**config.mk**
```make
export PLATFORM = sky130hd
export DESIGN_NAME = calc_sequencer
export DESIGN_NICKNAME = d
export VERILOG_FILES = /design/src/rtl/calc_pkg.sv /design/src/rtl/calc_debouncer.sv /design/src/rtl/calc_sequencer.sv
export SDC_FILE = /design/constraint.sdc
export NUM_CORES = 1
export LEC_CHECK = 0
export ABC_CLOCK_PERIOD_IN_PS = 3400
export CAP_MARGIN = 20
export CORE_ASPECT_RATIO = 1.2
export CORE_MARGIN = 5
export CORE_UTILIZATION = 40
export CTS_BUF_LIST = sky130_fd_sc_hd__clkbuf_4 sky130_fd_sc_hd__clkbuf_8 sky130_fd_sc_hd__clkbuf_16
export DETAILED_ROUTE_END_ITERATION = 10
export GPL_TIMING_DRIVEN = 1
export SLEW_MARGIN = 15
export SYNTH_ARGS = -nofsm -noshare
export SYNTH_HDL_FRONTEND = slang
export SYNTH_SLANG_ARGS = --single-unit
```
**constraint.sdc**
```tcl
create_clock -name clk -period 3.4 [get_ports clk]
set_input_delay 0.68 -clock clk [delete_from_list [all_inputs] [get_ports clk]]
set_output_delay 0.68 -clock clk [all_outputs]
set_load 0.01 [all_outputs]
```
**src/rtl/calc_pkg.sv**
```systemverilog
// Shared types and constants for the calculator control path.
//   arithmetic_t : operation codes sent to the ALU (index of the arithmetic button)
//   seq_state_t  : sequencer states
//   LED_*        : active-low status LED patterns
//   ERROR_VALUE  : value parked on the display when the ALU never answers
package calc_pkg;

  typedef enum logic [1:0] {
    PLUS           = 2'd0,
    SUBSTRACTION   = 2'd1,
    MULTIPLICATION = 2'd2,
    DEVISION       = 2'd3
  } arithmetic_t;

  typedef enum logic [1:0] {
    IDLE  = 2'd0,
    ISSUE = 2'd1,
    WAIT  = 2'd2,
    SHOW  = 2'd3
  } seq_state_t;

  localparam logic [2:0] LED_IDLE   = 3'b110;
  localparam logic [2:0] LED_FIRST  = 3'b101;
  localparam logic [2:0] LED_SECOND = 3'b011;

  localparam int ERROR_VALUE = -1000;

endpackage

```
**src/rtl/calc_debouncer.sv**
```systemverilog
// One active-low button: 2-flop synchroniser, stable-sample counter,
// debounced level and a single-cycle press pulse.
//   clk, rst  : clock, asynchronous active-high reset
//   btn_i     : raw pin (active-low)
//   level_o   : debounced level (1 = released)
//   press_o   : one-cycle pulse on a debounced 1->0 transition
module calc_debouncer #(
  parameter int DEBOUNCE_CYCLES = 16
) (
  input  logic clk,
  input  logic rst,
  input  logic btn_i,
  output logic level_o,
  output logic press_o
);

  localparam int CW = $clog2(DEBOUNCE_CYCLES + 1);

  logic [1:0]    sync_q;
  logic          level_q, level_d;
  logic          prev_q;
  logic [CW-1:0] cnt_q, cnt_d;

  // The counter only runs while the synchronised sample disagrees with the
  // current level; any agreeing sample restarts the run from zero.
  always_comb begin
    level_d = level_q;
    cnt_d   = '0;
    if (sync_q[1] != level_q) begin
      if (cnt_q == CW'(DEBOUNCE_CYCLES - 1)) level_d = sync_q[1];
      else                                   cnt_d   = cnt_q + CW'(1);
    end
  end

  always_ff @(posedge clk or posedge rst) begin
    if (rst) begin
      sync_q  <= 2'b11;
      level_q <= 1'b1;
      prev_q  <= 1'b1;
      cnt_q   <= '0;
    end else begin
      sync_q  <= {sync_q[0], btn_i};
      level_q <= level_d;
      prev_q  <= level_q;
      cnt_q   <= cnt_d;
    end
  end

  assign level_o = level_q;
  assign press_o = prev_q & ~level_q;

endmodule

```
**src/rtl/calc_sequencer.sv**
```systemverilog
// Calculator control sequencer: conditions board inputs, latches operands on
// the enter keys, issues one ALU operation per arithmetic press over a
// valid/ready handshake, waits for the result (with timeout) and holds it on
// the display while the issuing button stays pressed.
//   in_number/arif/key        : raw active-low board inputs
//   op_valid/op_ready/op_code : ALU request handshake, operand_a/operand_b
//   alu_done/alu_result/alu_err : ALU completion strobe and result
//   disp_value/disp_point/disp_err : display driver data
//   led                       : active-low status LEDs
module calc_sequencer
  import calc_pkg::*;
#(
  parameter int IN_WIDTH                 = 4,
  parameter int NUMBER_OF_ARITHM_BUTTONS = 4,
  parameter int NUMBER_OF_ENTER_BUTTONS  = 2,
  parameter int LED_WIDTH                = 3,
  parameter int RES_WIDTH                = 12,
  parameter int DEBOUNCE_CYCLES          = 16,
  parameter int TIMEOUT_CYCLES           = 64
) (
  input  logic                                clk,
  input  logic                                rst,
  input  logic [IN_WIDTH-1:0]                 in_number,
  input  logic [NUMBER_OF_ARITHM_BUTTONS-1:0] arif,
  input  logic [NUMBER_OF_ENTER_BUTTONS-1:0]  key,
  output logic                                op_valid,
  input  logic                                op_ready,
  output logic [1:0]                          op_code,
  output logic [IN_WIDTH-1:0]                 operand_a,
  output logic [IN_WIDTH-1:0]                 operand_b,
  input  logic                                alu_done,
  input  logic [RES_WIDTH-1:0]                alu_result,
  input  logic                                alu_err,
  output logic [RES_WIDTH-1:0]                disp_value,
  output logic                                disp_point,
  output logic                                disp_err,
  output logic [LED_WIDTH-1:0]                led
);

  localparam int NA = NUMBER_OF_ARITHM_BUTTONS;
  localparam int NK = NUMBER_OF_ENTER_BUTTONS;
  localparam int NB = NA + NK;
  localparam int TW = $clog2(TIMEOUT_CYCLES + 1);

  // ---------------- input conditioning ----------------
  logic [NB-1:0] btn, lvl, prs;
  logic [NA-1:0] arif_lvl, arif_press;
  logic [NK-1:0] key_press;
  logic          unused_key_lvl;

  assign btn = {key, arif};

  calc_debouncer #(.DEBOUNCE_CYCLES(DEBOUNCE_CYCLES)) u_btn [NB-1:0] (
    .clk     (clk),
    .rst     (rst),
    .btn_i   (btn),
    .level_o (lvl),
    .press_o (prs)
  );

  assign arif_lvl       = lvl[NA-1:0];
  assign arif_press     = prs[NA-1:0];
  assign key_press      = prs[NB-1:NA];
  assign unused_key_lvl = ^lvl[NB-1:NA];

  // Operand switches are only synchronised; they are sampled on key presses.
  logic [IN_WIDTH-1:0] num_s1_q, num_s2_q, num_val;

  always_ff @(posedge clk or posedge rst) begin
    if (rst) begin
      num_s1_q <= '1;
      num_s2_q <= '1;
    end else begin
      num_s1_q <= in_number;
      num_s2_q <= num_s1_q;
    end
  end

  assign num_val = ~num_s2_q;

  // Count debounced-low arithmetic buttons; an operation is only accepted
  // when exactly one is down, and that one names the operation.
  int         low_cnt;
  logic [1:0] low_idx;

  always_comb begin
    low_cnt = 0;
    low_idx = '0;
    for (int i = 0; i < NA; i++) begin
      if (!arif_lvl[i]) begin
        low_cnt = low_cnt + 1;
        low_idx = 2'(i);
      end
    end
  end

  // ---------------- sequencer ----------------
  seq_state_t           state_q, state_d;
  logic [LED_WIDTH-1:0] led_q, led_d;
  logic [IN_WIDTH-1:0]  opa_q, opa_d, opb_q, opb_d;
  logic                 op_valid_q, op_valid_d;
  arithmetic_t          op_code_q, op_code_d;
  logic [RES_WIDTH-1:0] disp_value_q, disp_value_d;
  logic                 disp_point_q, disp_point_d;
  logic                 disp_err_q, disp_err_d;
  logic [TW-1:0]        tmo_q, tmo_d;

  always_comb begin
    state_d      = state_q;
    led_d        = led_q;
    opa_d        = opa_q;
    opb_d        = opb_q;
    op_valid_d   = op_valid_q;
    op_code_d    = op_code_q;
    disp_value_d = disp_value_q;
    disp_point_d = disp_point_q;
    disp_err_d   = disp_err_q;
    tmo_d        = tmo_q;

    unique case (state_q)
      IDLE: begin
        disp_value_d = RES_WIDTH'(num_val);
        disp_point_d = 1'b0;
        disp_err_d   = 1'b0;
        // Both enter keys in the same cycle is ambiguous: ignore both.
        if (key_press[0] && !key_press[1]) begin
          opa_d = num_val;
          led_d = LED_FIRST;
        end else if (key_press[1] && !key_press[0]) begin
          opb_d = num_val;
          led_d = LED_SECOND;
        end
        if (|arif_press && low_cnt == 1) begin
          op_code_d  = arithmetic_t'(low_idx);
          op_valid_d = 1'b1;
          led_d      = LED_IDLE;
          state_d    = ISSUE;
        end
      end

      ISSUE: begin
        if (op_ready) begin
          op_valid_d = 1'b0;
          tmo_d      = '0;
          state_d    = WAIT;
        end
      end

      WAIT: begin
        // A result arriving on the expiry cycle takes precedence.
        if (alu_done) begin
          disp_value_d = alu_result;
          disp_err_d   = alu_err;
          disp_point_d = (op_code_q == DEVISION) && !alu_err;
          state_d      = SHOW;
        end else if (tmo_q == TW'(TIMEOUT_CYCLES - 1)) begin
          disp_value_d = RES_WIDTH'(ERROR_VALUE);
          disp_err_d   = 1'b1;
          disp_point_d = 1'b0;
          state_d      = SHOW;
        end else begin
          tmo_d = tmo_q + TW'(1);
        end
      end

      SHOW: begin
        if (arif_lvl[op_code_q]) state_d = IDLE;
      end

      default: state_d = IDLE;
    endcase
  end

  always_ff @(posedge clk or posedge rst) begin
    if (rst) begin
      state_q      <= IDLE;
      led_q        <= LED_IDLE;
      opa_q        <= '0;
      opb_q        <= '0;
      op_valid_q   <= 1'b0;
      op_code_q    <= PLUS;
      disp_value_q <= '0;
      disp_point_q <= 1'b0;
      disp_err_q   <= 1'b0;
      tmo_q        <= '0;
    end else begin
      state_q      <= state_d;
      led_q        <= led_d;
      opa_q        <= opa_d;
      opb_q        <= opb_d;
      op_valid_q   <= op_valid_d;
      op_code_q    <= op_code_d;
      disp_value_q <= disp_value_d;
      disp_point_q <= disp_point_d;
      disp_err_q   <= disp_err_d;
      tmo_q        <= tmo_d;
    end
  end

  assign op_valid   = op_valid_q;
  assign op_code    = op_code_q;
  assign operand_a  = opa_q;
  assign operand_b  = opb_q;
  assign disp_value = disp_value_q;
  assign disp_point = disp_point_q;
  assign disp_err   = disp_err_q;
  assign led        = led_q;

endmodule

```
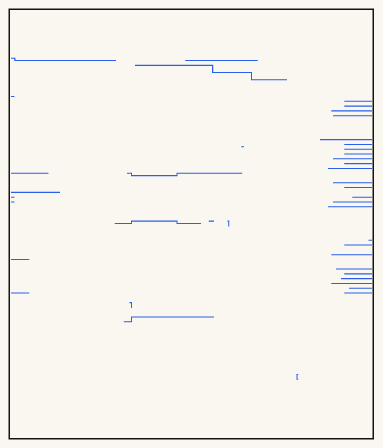
(run_1/m3.png)
The wires run mostly horizontal. 36 nets have wire on it. The layer holds 5.9% of the routed length. The longest straight run is 28.5 µm.

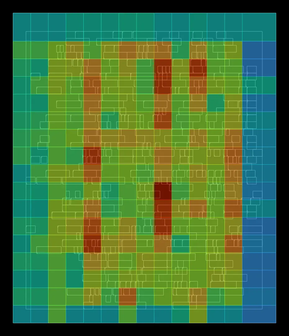
(run_1/congestion_map.png)
detailed-route wire length per cell: 14.2 µm
GR Util met1: 0.170
final core utilization: 0.510
Global Route Usage Sum: 0.131

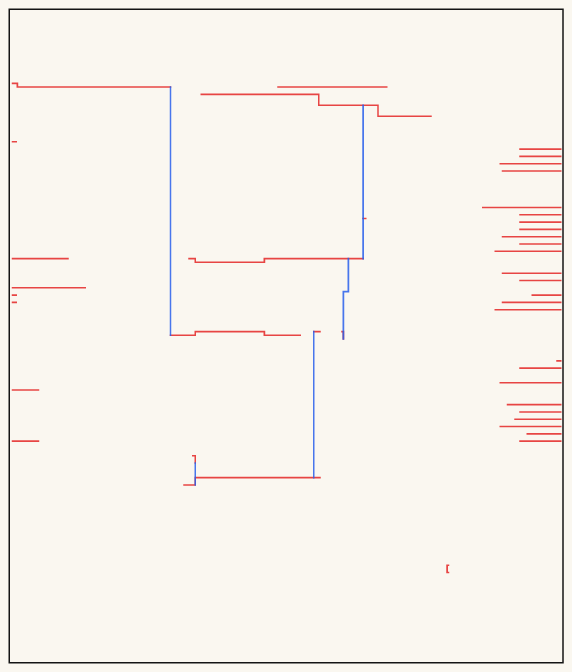
(run_1/layers.png)
Only two layers are drawn.
Key: M4 = blue [wire length 122 µm]; M3 = red [wire length 448 µm]

==> changes_impl.md, run 1 <==
### Changed

- Cell depth of the worst flop-to-flop path: 9
- Arrival time worst endpoint: 3.01 ns
- Pins Over Slew Limit: 0
- Met3 routed wirelength: 447 µm
- Post-synthesis net count: 383
- Number of antenna violations at the first check in global routing: 0
- FF+latch count: 99
- Number of logic inverters in the finished layout: 19
- Worst-case hold slack: 0.356 ns
- Sinks on Clock Net: 99
- Post-CTS Setup Bufs: 0
- Cell taking the most area after synthesis: dfrtp_1
- Detailed Place HPWL: 5.39 mm
- Area grow syn2layout: 23.8%
- Number of maximum-capacitance constraint violations: 0
- Clock Tree Root: clkbuf_16
- Fmax: 360 MHz
- Number of cells on the worst hold path: 0
- HP Start: u_btn[2].sync_q[0]$_DFF_PP1_
- Comb gate area: 1510 µm²
- Result of the run: completed
- Total overflow reported by the global router: 0
- Placement row count: 40
- Sequential share of power: 0.442
- Worst voltage drop across the vdd grid: 0.270 mV
- Sequential element share of the synthesized area: 0.609
- Number of standard cells reported by yosys: 340
- Capture point of the critical path: state_q[1]$_DFFE_PP0P_
- CP startpoint: u_btn[0].level_o$_DFFE_PP1P_
- Worst Setup Path Type: reg -> reg
- Leading register cell type out of synthesis: dfrtp_1
- Final critical path time including I/O delays and setup: 2.78 ns
- Flip-flop and latch count after synthesis: 99
- Hold Crit Class: reg -> reg
- End of the worst hold path: u_btn[2].sync_q[1]$_DFF_PP1_
- Number of detailed-routing iterations run before antenna repair: 4
- Met2 routed WL: 3.58 mm
- Number of nets at the end of the flow: 442
- Most Crowded Layer GR: met2
- Leading post-synthesis cells by instance count: dfrtp_1 (65), nor2_1 (37), dfstp_2 (34)
- Area fraction in xor and xnor cells: 0.0529
- Final non-filler cell area: 5130 µm²
- Sum of internal, switching and leakage power: 0.00322 W
- Adder Area Share: 0.0484
- Layout cell share with drive strength beyond 1: 0.163
- Yosys stat chip area: 4140 µm²
- Vias in the first global route: 2693
- Worst reg2reg setup slack: 0.62 ns
- Fraction of registers with async set/reset: 1.00
- Leakage power total: 2.29 nW
- Highest net fanout along the worst path: 6
- Cts bufs inserted: 9
- Clock transition at the registers of the reported paths: 0.07 ns
- Power Internal: 0.00227 W
- Post-synthesis cell count: 340
- Clock Power Share: 0.318
- Synthesis Warnings: 0
- Netlist cell types: 49
- Basic-gate share of the synthesized area counting and, or, nand and nor cells: 0.122
- Power attributed to combinational cells: 0.000772 W
- Pre-placement core utilization: 0.412
- Sequential share of cell area: 0.491
- Number of buffers on the longest clock path: 2
- Crit Reg-Reg Endpoint: state_q[1]$_DFFE_PP0P_
- Most frequent CP cell: ha_1
- Fillers: 902
- Layout clock area frac: 0.0591
[run 1: cells in the final DEF, fill, tap and decap left out, drive strengths merged, types with 9 or more instances in the layout]
| cell type | count |
|---|---|
| xor2 | 18 |
| dfrtp | 65 |
| clkdlybuf4s50 | 54 |
| mux2 | 9 |
| nand2 | 22 |
| nor2 | 37 |
| a21oi | 9 |
| inv | 20 |
| o21ai | 22 |
| clkbuf | 9 |
| dfstp | 34 |
| nand3 | 15 |
| ha | 16 |
[run 1: state kept, by name, summed over array words and instances, names as in the netlist]
signal         count
u_btn.cnt_q       30
disp_value        12
u_btn.sync_q      12
tmo_q              7
u_btn.level_o      6
u_btn.prev_q       6
num_s1_q           4
num_s2_q           4
operand_a          4
operand_b          4
led                3
op_code            2
state_q            2
disp_err           1
disp_point         1
op_valid           1
==> run_1/pinout.png <==
Pins as bars across the die edge, other pins in grey.
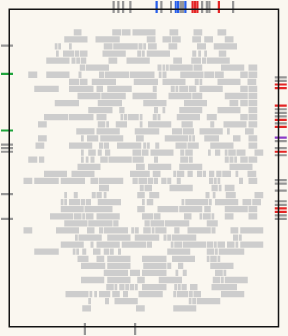

--- run 2 (diff from run 1) ---
--- a/config.mk
+++ b/config.mk
@@ -5,7 +5,7 @@
 export SDC_FILE = /design/constraint.sdc
 export NUM_CORES = 1
 export LEC_CHECK = 0
-export ABC_CLOCK_PERIOD_IN_PS = 3400
+export ABC_CLOCK_PERIOD_IN_PS = 2400
 export CAP_MARGIN = 20
 export CORE_ASPECT_RATIO = 1.2
 export CORE_MARGIN = 5
==> constraint.sdc (replaced) <==
create_clock -name clk -period 2.4 [get_ports clk]
set_input_delay 0.48 -clock clk [delete_from_list [all_inputs] [get_ports clk]]
set_output_delay 0.48 -clock clk [all_outputs]
set_load 0.01 [all_outputs]
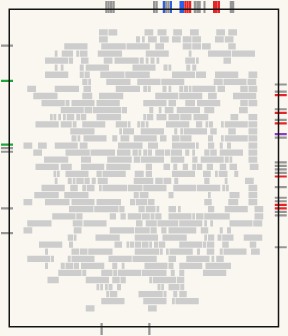
(run_2/pinout.png)
Pins as bars across the die edge, other pins in grey.
Key: operand_b = blue [pins 4, direction output, edge north]; alu_err = purple [pins 1, direction input, edge east]; alu_result = red [pins 12, direction input, edge 6 north, 6 east]; key = green [pins 2, direction input, edge west]

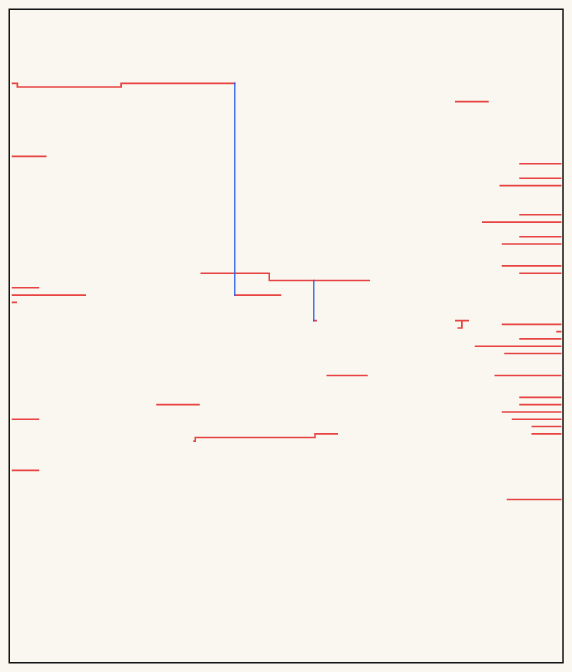
(run_2/layers.png)
Only two layers are drawn.
Key: M4 = blue [wire length 46.9 µm]; M3 = red [wire length 371 µm]

==> changes_impl.md, run 2 <==
### Changed

- Clock Tree Root: clkbuf_16
- Register with the most flip-flops: u_btn.cnt_q
- Pre-placement core utilization: 0.412 (unchanged)
- Power Internal: 0.00341 W (+50%)
- Post-synthesis cell count: 340 (unchanged)
- Worst voltage drop across the vdd grid: 0.369 mV (+36%)
- Cell taking the most area after synthesis: dfrtp_1
- Adder Area Share: 0.0484 (unchanged)
- Crit Reg-Reg Endpoint: state_q[1]$_DFFE_PP0P_
- Power attributed to combinational cells: 0.00122 W (+58%)
- Cts bufs inserted: 9 (unchanged)
- Global Route Usage Sum: 0.130 (-0.000758)
- Number of maximum-capacitance constraint violations: 0 (unchanged)
- CP startpoint: u_btn[0].level_o$_DFFE_PP1P_
- Detailed Place HPWL: 5.29 mm (-1.8%)
- Layout cell share with drive strength beyond 1: 0.225 (+0.0618)
- Highest net fanout along the worst path: 2 (-4)
- Sum of internal, switching and leakage power: 0.00479 W (+49%)
- Number of setup violations in the final report: 3
- Sequential share of cell area: 0.472 (-0.0198)
- Leading register cell type out of synthesis: dfrtp_1
- Most frequent standard cell in the layout excluding fill and tap cells: dfrtp_1
- Violations in the final reports: setup timing
- Slack of the critical path: -0.0758 ns
- DRC violations left: 0
- Post-synthesis net count: 383 (unchanged)
- Detailed-route wire length per cell: 14.0 µm (-1.1%)
- Arrival time worst endpoint: 2.69 ns (-0.32 ns)
- Fmax: 404 MHz (+12%)
- Number of antenna violations at the first check in global routing: 0 (unchanged)
- Flip-flop count of the largest register, all copies and words added: 30 (unchanged)
- Worst-case hold slack: 0.355 ns (-0.000243 ns)
- Post-CTS Setup Bufs: 1 (+1)
- Clock transition at the registers of the reported paths: 0.07 ns (about the same)
- Number of standard cells reported by yosys: 340 (unchanged)
- Total overflow reported by the global router: 0 (unchanged)
- Number of detailed-routing iterations run before antenna repair: 4 (unchanged)
- Number of nets at the end of the flow: 460 (+4.1%)
- End of the worst hold path: u_btn[5].sync_q[1]$_DFF_PP1_
- Hold Crit Class: reg -> reg
- Number of logic inverters in the finished layout: 19 (unchanged)
- Worst Setup Path Type: reg -> reg
- Flip-flop and latch count after synthesis: 99 (unchanged)
- FF+latch count: 99 (unchanged)
- Tap Count: 126
- Placement row count: 40 (unchanged)
- Number of warnings in the stage logs: 34
- Fillers: 900 (-0.22%)
- Layout clock area frac: 0.0607 (+0.00160)
- Final critical path time including I/O delays and setup: 2.48 ns (-0.305 ns)
- Vias in the first global route: 2800 (+4.0%)
- Final clock period utilization by the worst path: 1.03
- HP Start: u_btn[5].sync_q[0]$_DFF_PP1_
- Synthesis Warnings: 0 (unchanged)
- Number of buffers on the longest clock path: 2 (unchanged)
- Commonest cells after routing, fill and taps aside: dfrtp_1 (65), clkdlybuf4s50_1 (54), nor2_1 (36), dfstp_2 (34)
- Result of the run: finished with violations
- Final non-filler cell area: 5340 µm² (+4.2%)
- Pins Over Slew Limit: 0 (unchanged)
- Basic-gate share of the synthesized area counting and, or, nand and nor cells: 0.122 (unchanged)
- Leakage power total: 2.40 nW (+4.9%)
- Yosys stat chip area: 4140 µm² (unchanged)
- Avg Inst Size Synth: 12.2 µm²
- Worst reg2reg setup slack: -0.08 ns (-0.69 ns)
- Comb gate area: 1560 µm² (+3.6%)
- Leading post-synthesis cells by instance count: dfrtp_1 (65), nor2_1 (37), dfstp_2 (34)
- Sequential element share of the synthesized area: 0.609 (unchanged)
- Sequential share of power: 0.423 (-0.019)
- Clock Power Share: 0.323 (+0.005)
- Area fraction in xor and xnor cells: 0.0529 (unchanged)
- Number of vias per cell: 4.98
- Netlist cell types: 49 (unchanged)
- Area grow syn2layout: 29.0%
- Cell depth of the worst flop-to-flop path: 9 (unchanged)
- Sinks on Clock Net: 99 (unchanged)
- Fraction of registers with async set/reset: 1.00 (unchanged)
- Number of cells on the worst hold path: 0 (unchanged)
[run 2: cell counts after synthesis]
No cell type changed its count.
[run 2: worst max-delay path, delay by kind of cell, from the launching register on]
kind	cells	cell delay (ns)
adder cells (fa/ha/maj)	2	0.52
AND-OR/OR-AND	2	0.47
flip-flops	1	0.54
buffers and inverters	1	0.05
multiplexers	1	0.33
XOR/XNOR	1	0.14
AND/OR/NAND/NOR	2	0.30
[run 2: metal layers]
metal  GRT usage  wire length (µm)  vias up
met4      0.0437                46        0
li1            -                 -     1318
met1       0.163              3370     1364
met3      0.0334               370        4
met2       0.217              3920       43
met5           0                 0        -
[run 2: cell families after synthesis]
kind of cell / after synthesis
compound gates: 58
xor+xnor: 25
fa+ha+maj: 16
buf+inv: 27
flops: 99
mux: 10
simple gates: 105
--- run 3 (diff from run 2) ---
--- a/config.mk
+++ b/config.mk
@@ -6,7 +6,6 @@
 export NUM_CORES = 1
 export LEC_CHECK = 0
 export ABC_CLOCK_PERIOD_IN_PS = 2400
-export CAP_MARGIN = 20
 export CORE_ASPECT_RATIO = 1.2
 export CORE_MARGIN = 5
 export CORE_UTILIZATION = 40
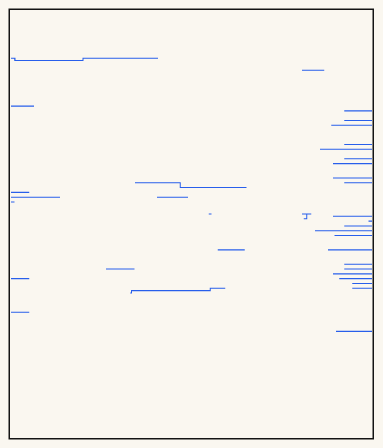
(run_3/m3.png)
The layer carries 371 µm of wire. 31 nets have wire on it. The layer holds 4.8% of the routed length. The longest straight run is 22.3 µm.

==> changes_impl.md, run 3 <==
### Changed

- Result of the run: finished with violations
- Violations in the final reports: setup timing
- Worst reg2reg setup slack: -0.08 ns (about the same)
- Commonest cells after routing, fill and taps aside: dfrtp_1 (65), clkdlybuf4s50_1 (54), nor2_1 (36), dfstp_2 (34)
- Global-route wire length before repair: 12.9 mm
- Number of maximum-capacitance constraint violations: 0 (unchanged)
- End of the worst hold path: u_btn[5].sync_q[1]$_DFF_PP1_
- Number of vias per cell: 4.98 (unchanged)
- Cts bufs inserted: 9 (unchanged)
- Worst voltage drop across the vdd grid: 0.369 mV (unchanged)
- Worst path bufs/invs: 1 (unchanged)
- Final critical path time including I/O delays and setup: 2.48 ns (unchanged)
- Clock transition at the registers of the reported paths: 0.07 ns (about the same)
- Post-synthesis net count: 383 (unchanged)
- Hold Crit Class: reg -> reg
- Fmax: 404 MHz (unchanged)
- Power Internal: 0.00341 W (unchanged)
- Number of setup violations in the final report: 3 (unchanged)
- Pins Over Slew Limit: 0 (unchanged)
- Number of detailed-routing iterations run before antenna repair: 4 (unchanged)
- Fraction of registers with async set/reset: 1.00 (unchanged)
- Largest cells by area after synthesis: dfrtp_1 (39%), dfstp_2 (22%), ha_1 (4.8%)
- Slack of the critical path: -0.0758 ns (unchanged)
- Number of nets at the end of the flow: 460 (unchanged)
- Top logic family: simple AND/OR/NAND/NOR gates
- Routed length on met1: 3.37 mm (unchanged)
- Leading post-synthesis cells by instance count: dfrtp_1 (65), nor2_1 (37), dfstp_2 (34)
- Clock Power Share: 0.323 (about the same)
- Sequential element share of the synthesized area: 0.609 (unchanged)
- Worst-case hold slack: 0.355 ns (unchanged)
- Final non-filler cell area: 5340 µm² (unchanged)
- Clock Tree Root: clkbuf_16
- Sinks on Clock Net: 99 (unchanged)
- Pre-placement core utilization: 0.412 (unchanged)
- Number of cells on the critical path: 9 (unchanged)
- Vias in the first global route: 2800 (unchanged)
- Cell depth of the worst flop-to-flop path: 9 (unchanged)
- Yosys stat chip area: 4140 µm² (unchanged)
- Detailed-route wire length per cell: 14.0 µm (unchanged)
- Avg Inst Size Synth: 12.2 µm² (unchanged)
- Flip-flop and latch count after synthesis: 99 (unchanged)
- Crit Reg-Reg Endpoint: state_q[1]$_DFFE_PP0P_
- Number of warnings in the stage logs: 34 (unchanged)
- Placement row count: 40 (unchanged)
- Area grow syn2layout: 29.0% (unchanged)
- Most frequent standard cell in the layout excluding fill and tap cells: dfrtp_1
- Number of buffers on the longest clock path: 2 (unchanged)
- Leading register cell type out of synthesis: dfrtp_1
- Worst Setup Path Type: reg -> reg
- Number of cells on the worst hold path: 0 (unchanged)
- Fraction of power spent switching nets: 0.289
- Most Crowded Layer GR: met2
- Number of antenna violations at the first check in global routing: 0 (unchanged)
- Total overflow reported by the global router: 0 (unchanged)
- Comb gate area: 1560 µm² (unchanged)
- Layout cell share with drive strength beyond 1: 0.225 (unchanged)
- Basic-gate share of the synthesized area counting and, or, nand and nor cells: 0.122 (unchanged)
- Syn Std Cell Area: 4140 µm²
- Final clock period utilization by the worst path: 1.03 (unchanged)
- Area fraction in xor and xnor cells: 0.0529 (unchanged)
- Sequential share of power: 0.423 (about the same)
- Arrival time worst endpoint: 2.69 ns (about the same)
- Detailed Place HPWL: 5.29 mm (unchanged)
- Met3 Resource Use GR: 0.0334 (unchanged)
- HP Start: u_btn[5].sync_q[0]$_DFF_PP1_
- DRC violations left: 0 (unchanged)
- Highest net fanout along the worst path: 2 (unchanged)
- Number of standard cells reported by yosys: 340 (unchanged)
- Power attributed to combinational cells: 0.00122 W (about the same)
- GR Util met1: 0.163 (unchanged)
- Adder Area Share: 0.0484 (unchanged)
- Top layer in use: met4
- Met3 routed wirelength: 370 µm (unchanged)
- Synthesis Warnings: 0 (unchanged)
- Cell taking the most area after synthesis: dfrtp_1
- Fillers: 900 (unchanged)
- GR met2 Demand/Resource: 0.217 (unchanged)
- CP startpoint: u_btn[0].level_o$_DFFE_PP1P_
- Post-synthesis cell count: 340 (unchanged)
- Flip-flop count of the largest register, all copies and words added: 30 (unchanged)
- Global Route Usage Sum: 0.130 (unchanged)
- Kind of cell adding the most delay to the critical path: flip-flops
- Leakage power total: 2.40 nW (unchanged)
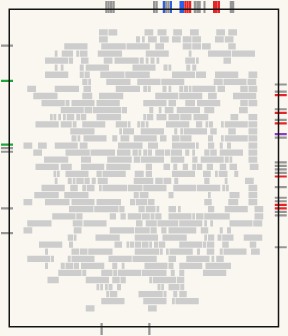
(run_3/pinout.png)
Pins as bars across the die edge, other pins in grey.
Key: operand_b = blue [pins 4, direction output, edge north]; alu_err = purple [pins 1, direction input, edge east]; alu_result = red [pins 12, direction input, edge 6 north, 6 east]; key = green [pins 2, direction input, edge west]
All pins by edge: 24 north, 22 east, 7 west, 2 south.

## run 3: cell counts after synthesis
Identical to the previous run, type by type.
## run 3: kinds of logic (layout without fill, tap and decap cells)
group                    after synthesis  count (layout)
AND/OR/NAND/NOR                      105             105
flip-flops                            99              99
AND-OR/OR-AND                         58              58
buffers and inverters                 27             109
XOR/XNOR                              25              25
adder cells (fa/ha/maj)               16              16
multiplexers                          10              10
## run 3: timing repair
item                                    4_1_cts  5_1_grt
endpoints found under the setup margin        2        7
setup buffers                                 1        4
pin swaps                                     1        2
gates resized                                 3        7
## run 3: cell type report
cell class                 instances  share of cell area
tap                              126              0.0295
multi-input combinational        214               0.292
clock buffer                       9              0.0422
sequential                        99               0.472
timing repair buffer              74               0.132
inverter                          19              0.0141
clock inverter                     7              0.0185
Power is estimated from default activity; no workload was simulated.
